**Met1 routing**

The bar under the picture is 20 um long. Supply wires on this layer in gray. Cells faint in the background.
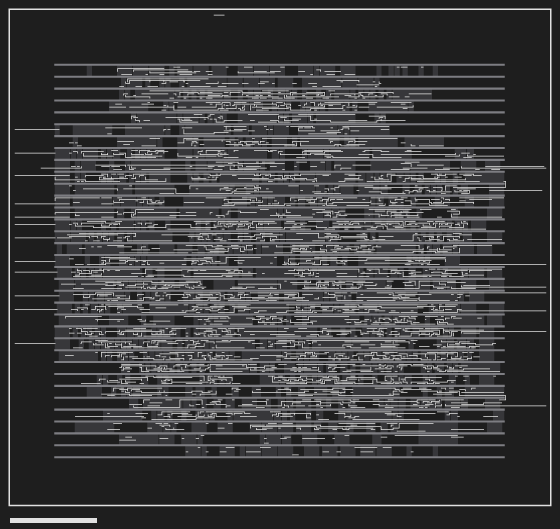
**Close-up of the layout**

The bar under the picture is 10 um long. Window x 42 to 82, y 14 to 54 um. Cells in gray, sequential cells in the stronger gray; small squares are vias.
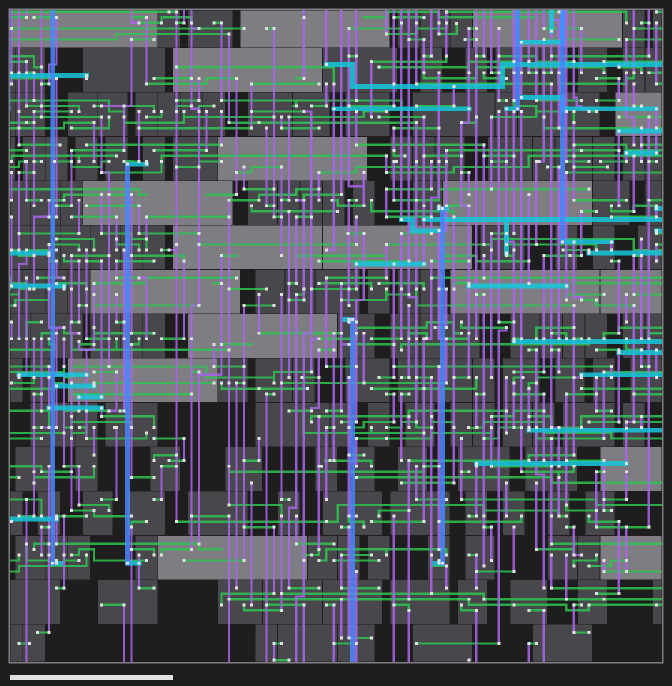
$ cat src/rtl/hack_bus_pkg.sv
// Shared definitions for the HACK data-memory bus: widths, DMA mode and
// FSM state encodings, and the address map used by data memory and benches.
package hack_bus_pkg;

    localparam int AW   = 15;  // data-memory address width
    localparam int DW   = 16;  // data word width
    localparam int LENW = 15;  // transfer-length counter width

    // Address map of the data-memory space.
    localparam logic [AW-1:0] RAM_START = 15'h0000;
    localparam logic [AW-1:0] RAM_END   = 15'h3FFF;
    localparam logic [AW-1:0] OREG_BASE = 15'h4000;  // memory-mapped output registers
    localparam logic [AW-1:0] IREG_BASE = 15'h6000;  // memory-mapped input registers

    typedef enum logic {
        DMA_COPY = 1'b0,
        DMA_FILL = 1'b1
    } dma_mode_e;

    typedef enum logic [2:0] {
        S_IDLE = 3'd0,
        S_REQ  = 3'd1,
        S_RD   = 3'd2,
        S_WAIT = 3'd3,
        S_WR   = 3'd4,
        S_FIN  = 3'd5
    } dma_state_e;

endpackage

$ cat src/rtl/dmem_addr_ctr.sv
// Loadable AW-bit address pointer. Load has priority over increment; the
// increment wraps modulo 2^AW.
module dmem_addr_ctr #(
    parameter int AW = 15
) (
    input  logic          clk50m,
    input  logic          rst_n,
    input  logic          load,
    input  logic [AW-1:0] load_val,
    input  logic          en,
    output logic [AW-1:0] q
);

    logic [AW-1:0] cnt_d;
    logic [AW-1:0] cnt_q;

    // Next pointer value: load a new base, or step by one with natural wrap.
    always_comb begin
        cnt_d = cnt_q;
        if (load) begin
            cnt_d = load_val;
        end else if (en) begin
            cnt_d = cnt_q + AW'(1);
        end
    end

    // Pointer register.
    always_ff @(posedge clk50m or negedge rst_n) begin
        if (!rst_n) begin
            cnt_q <= '0;
        end else begin
            cnt_q <= cnt_d;
        end
    end

    assign q = cnt_q;

endmodule

$ cat src/rtl/dmem_dma_master.sv
// DMA bus initiator for the HACK data-memory bus. Performs COPY (read then
// write, 3 cycles/word) or FILL (1 cycle/word) transfers after winning the
// bus through a req/gnt handshake. Loss of grant aborts the current word
// cleanly and it is retried once grant returns.
// Optional feature: define DMA_CHECKSUM_EN to enable a running wrap-around
// sum of all words written during the last transfer on the checksum port.
module dmem_dma_master #(
    parameter int AW   = hack_bus_pkg::AW,
    parameter int DW   = hack_bus_pkg::DW,
    parameter int LENW = hack_bus_pkg::LENW
) (
    input  logic            clk50m,
    input  logic            rst_n,
    input  logic            start,
    input  logic            cfg_mode,
    input  logic [AW-1:0]   cfg_src,
    input  logic [AW-1:0]   cfg_dst,
    input  logic [LENW-1:0] cfg_len,
    input  logic [DW-1:0]   cfg_fill,
    output logic            bus_req,
    input  logic            bus_gnt,
    output logic            m_we,
    output logic [AW-1:0]   m_addr,
    output logic [DW-1:0]   m_wdata,
    input  logic [DW-1:0]   m_rdata,
    output logic            busy,
    output logic            done,
    output logic [DW-1:0]   checksum
);

    import hack_bus_pkg::*;

    dma_state_e      state_d,     state_q;
    dma_mode_e       mode_d,      mode_q;
    logic [LENW-1:0] remaining_d, remaining_q;
    logic [DW-1:0]   fill_d,      fill_q;
    logic [DW-1:0]   data_d,      data_q;

    logic            start_acc;   // start accepted this cycle (only in IDLE)
    logic            wr_fire;     // a write actually reaches memory this cycle
    logic [AW-1:0]   src_ptr;
    logic [AW-1:0]   dst_ptr;

    // Source and destination pointers: loaded on accepted start, advanced
    // together only when a write really happens, so a lost grant never
    // skips or repeats a word.
    dmem_addr_ctr #(.AW(AW)) u_src_ctr (
        .clk50m   (clk50m),
        .rst_n    (rst_n),
        .load     (start_acc),
        .load_val (cfg_src),
        .en       (wr_fire),
        .q        (src_ptr)
    );

    dmem_addr_ctr #(.AW(AW)) u_dst_ctr (
        .clk50m   (clk50m),
        .rst_n    (rst_n),
        .load     (start_acc),
        .load_val (cfg_dst),
        .en       (wr_fire),
        .q        (dst_ptr)
    );

    // FSM next-state logic and bus outputs.
    always_comb begin
        // NOTE: every signal driven here gets a default first, so no path
        // through the case statement can leave one unassigned (no latches).
        state_d     = state_q;
        mode_d      = mode_q;
        remaining_d = remaining_q;
        fill_d      = fill_q;
        data_d      = data_q;
        start_acc   = 1'b0;
        wr_fire     = 1'b0;
        bus_req     = 1'b0;
        busy        = 1'b0;
        done        = 1'b0;
        m_we        = 1'b0;
        m_addr      = '0;
        m_wdata     = '0;

        case (state_q)
            S_IDLE: begin
                if (start) begin
                    start_acc   = 1'b1;
                    mode_d      = dma_mode_e'(cfg_mode);
                    remaining_d = cfg_len;
                    fill_d      = cfg_fill;
                    // A zero-length transfer completes without touching the bus.
                    state_d     = (cfg_len == '0) ? S_FIN : S_REQ;
                end
            end

            S_REQ: begin
                bus_req = 1'b1;
                busy    = 1'b1;
                if (bus_gnt) begin
                    state_d = (mode_q == DMA_FILL) ? S_WR : S_RD;
                end
            end

            S_RD: begin
                bus_req = 1'b1;
                busy    = 1'b1;
                m_addr  = src_ptr;
                state_d = bus_gnt ? S_WAIT : S_REQ;
            end

            S_WAIT: begin
                bus_req = 1'b1;
                busy    = 1'b1;
                m_addr  = src_ptr;
                if (bus_gnt) begin
                    // Registered RAM presents the word one cycle after the address.
                    data_d  = m_rdata;
                    state_d = S_WR;
                end else begin
                    state_d = S_REQ;
                end
            end

            S_WR: begin
                bus_req = 1'b1;
                busy    = 1'b1;
                m_addr  = dst_ptr;
                m_wdata = (mode_q == DMA_FILL) ? fill_q : data_q;
                if (bus_gnt) begin
                    m_we        = 1'b1;
                    wr_fire     = 1'b1;
                    remaining_d = remaining_q - LENW'(1);
                    if (remaining_q == LENW'(1)) begin
                        state_d = S_FIN;
                    end else begin
                        state_d = (mode_q == DMA_FILL) ? S_WR : S_RD;
                    end
                end else begin
                    state_d = S_REQ;
                end
            end

            S_FIN: begin
                done    = 1'b1;
                state_d = S_IDLE;
            end

            default: begin
                state_d = S_IDLE;
            end
        endcase
    end

    // FSM state and transfer context registers.
    always_ff @(posedge clk50m or negedge rst_n) begin
        // NOTE: clocked state uses non-blocking assignments so every flop
        // samples pre-edge values regardless of statement order.
        if (!rst_n) begin
            state_q     <= S_IDLE;
            mode_q      <= DMA_COPY;
            remaining_q <= '0;
            fill_q      <= '0;
            data_q      <= '0;
        end else begin
            state_q     <= state_d;
            mode_q      <= mode_d;
            remaining_q <= remaining_d;
            fill_q      <= fill_d;
            data_q      <= data_d;
        end
    end

`ifdef DMA_CHECKSUM_EN
    logic [DW-1:0] sum_d, sum_q;

    // Running sum of written words, restarted by each accepted start.
    always_comb begin
        sum_d = sum_q;
        if (start_acc) begin
            sum_d = '0;
        end else if (wr_fire) begin
            sum_d = sum_q + m_wdata;
        end
    end

    // Checksum accumulator register.
    always_ff @(posedge clk50m or negedge rst_n) begin
        if (!rst_n) begin
            sum_q <= '0;
        end else begin
            sum_q <= sum_d;
        end
    end

    assign checksum = sum_q;
`else
    assign checksum = '0;
`endif

endmodule
$ cat config.mk
export PLATFORM = sky130hd
export DESIGN_NAME = dmem_dma_master
export DESIGN_NICKNAME = d
export VERILOG_FILES = /design/src/rtl/hack_bus_pkg.sv /design/src/rtl/dmem_addr_ctr.sv /design/src/rtl/dmem_dma_master.sv
export SDC_FILE = /design/constraint.sdc
export NUM_CORES = 1
export LEC_CHECK = 0
export ABC_AREA = 1
export CORE_ASPECT_RATIO = 0.9
export CORE_MARGIN = 10
export CORE_UTILIZATION = 54
export CTS_CLUSTER_SIZE = 25
export DETAILED_ROUTE_END_ITERATION = 6
export PLACE_DENSITY = 0.93
export SYNTH_ARGS = -nofsm -noshare
export SYNTH_HDL_FRONTEND = slang
export SYNTH_SLANG_ARGS = --single-unit
$ cat constraint.sdc
create_clock -name clk50m -period 3.4 [get_ports clk50m]
set_input_delay 0.34 -clock clk50m [delete_from_list [all_inputs] [get_ports clk50m]]
set_output_delay 0.34 -clock clk50m [all_outputs]
set_load 0.01 [all_outputs]
==> flow_summary.json <==
{
  "top_cells_by_count": "nand2_1, dfrtp_1, nor2_1, inv_1, nand3_1",
  "finish.utilization": 0.703,
  "status": "completed",
  "maxSlewHeadroom": 0.304,
  "hold_path_class": "input port to async pin",
  "syn_area_per_cell_um2": 6.64,
  "die_width_um": 124,
  "taps": 122,
  "flop_area_mm2": 0.00203,
  "logic_area_mm2": 0.00266,
  "gp_congestion": 0.948,
  "fin_cells": 1009,
  "cts_buffers": 9,
  "crit-reg2reg-capture": "u_src_ctr.q[3]",
  "reg2reg_from": "state_q[0]",
  "top_logic_kind": "simple AND/OR/NAND/NOR gates",
  "pin_count": 133,
  "antenna_found_initial": 0,
  "cp.depth": 4,
  "holdWs_ns": 0.123,
  "via_per_inst": 5.43,
  "buffers": 122,
  "seq-cell-share": 0.312,
  "drt_drc_violations_left": 0,
  "ys_seq_frac": 0.389,
  "synth_compound_gate_area_share": 0.109,
  "nets": 968,
  "power.total_uw": 5020,
  "synthAdderAreaFrac": 0.00961,
  "met2_usage": 0.335,
  "post-route-period-util": 0.820,
  "die_h_um": 113,
  "num_rows": 33,
  "synth.cell_area_mm2": 0.00521,
  "power.density_mw_per_mm2": 772,
  "clock_skew_ns": 0.00979,
  "synth-edff-count": 0,
  "core_mm2": 0.00925,
  "nFillCells": 764,
  "cp.required_ns": 3.06,
  "syn_inst": 785,
  "seqPwrFrac": 0.368,
  "rsz0062_at_grt": "false",
  "crit_chain": "nor2_4, nand2_2, nor2_1, clkdlybuf4s50_1",
  "die-area_mm2": 0.0140,
  "cts_tree": "done",
  "comb_power_share": 0.500,
  "worst_slack_ns": 0.613,
  "fp_util": 0.563,
  "rrSetupSlack_ns": 0.99,
  "intPower_uw": 2630,
  "crit_start": "state_q[0]",
  "yosys_warnings": 0,
  "fin_tns_setup_ns": 0,
  "ff_type": "dfrtp_1",
  "reg_top3": "data_q: 16 flops, fill_q: 16 flops",
  "worstSetupPathType": "register to output port",
  "mux_area_frac": 0,
  "grt_overflow": 0,
  "dpl.cell_count": 993,
  "crit_buf_inv": 1,
  "cts.sinks": 81,
  "wirelength_um": 15300,
  "ys_ff": 81,
  "pre_cts_ws_ns": 0.900,
  "syn2layout_area_growth_pct": 24.8,
  "clkPwrFrac": 0.132,
  "top_cell_area_share": 0.389,
  "wire_per_inst_um": 15.2,
  "comb_cells": 598,
  "xor_area_frac": 0.00673,
  "final-clk-cell-share": 0.0273,
  "nClkBuffers": 9,
  "met2_length_um": 7100,
  "final_cell_mix": "nand2_1, clkdlybuf4s50_1, dfrtp_1",
  "grtUsageMet3": 0.0512,
  "cpLargestDelayFamily": "simple AND/OR/NAND/NOR gates",
  "dominant_cells": "logic gates",
  "ant_nets": 0,
  "wl_met3_um": 1510,
  "crit_path_end": "m_we",
  "synth_chip_area_mm2": 0.00521,
  "drtIter0Drc": 763,
  "net-switching-power_uw": 2390,
  "grt_pass1_vias": 5052,
  "hold_buffers": 0,
  "inverters": 70,
  "powerSeq_uw": 1850,
  "top_cell": "nand2_1",
  "cts_root_buf": "clkbuf_8"
}
Notes on 'met1 routing' above:
share of all routed wire: 41%
nets with wire on the layer: 863

Notes on 'close-up of the layout' above:
[metal 2] purple
[metal 1] green
[metal 4] blue
[metal 3] cyan
most frequent: nand2_1 (45), nor2_1 (27)
sequential cells in the window: 14
cells with their middle in the window: 182
netlist names of flops here include: `u_dst_ctr.q` (6), `remaining_q` (5), `u_src_ctr.q` (3)

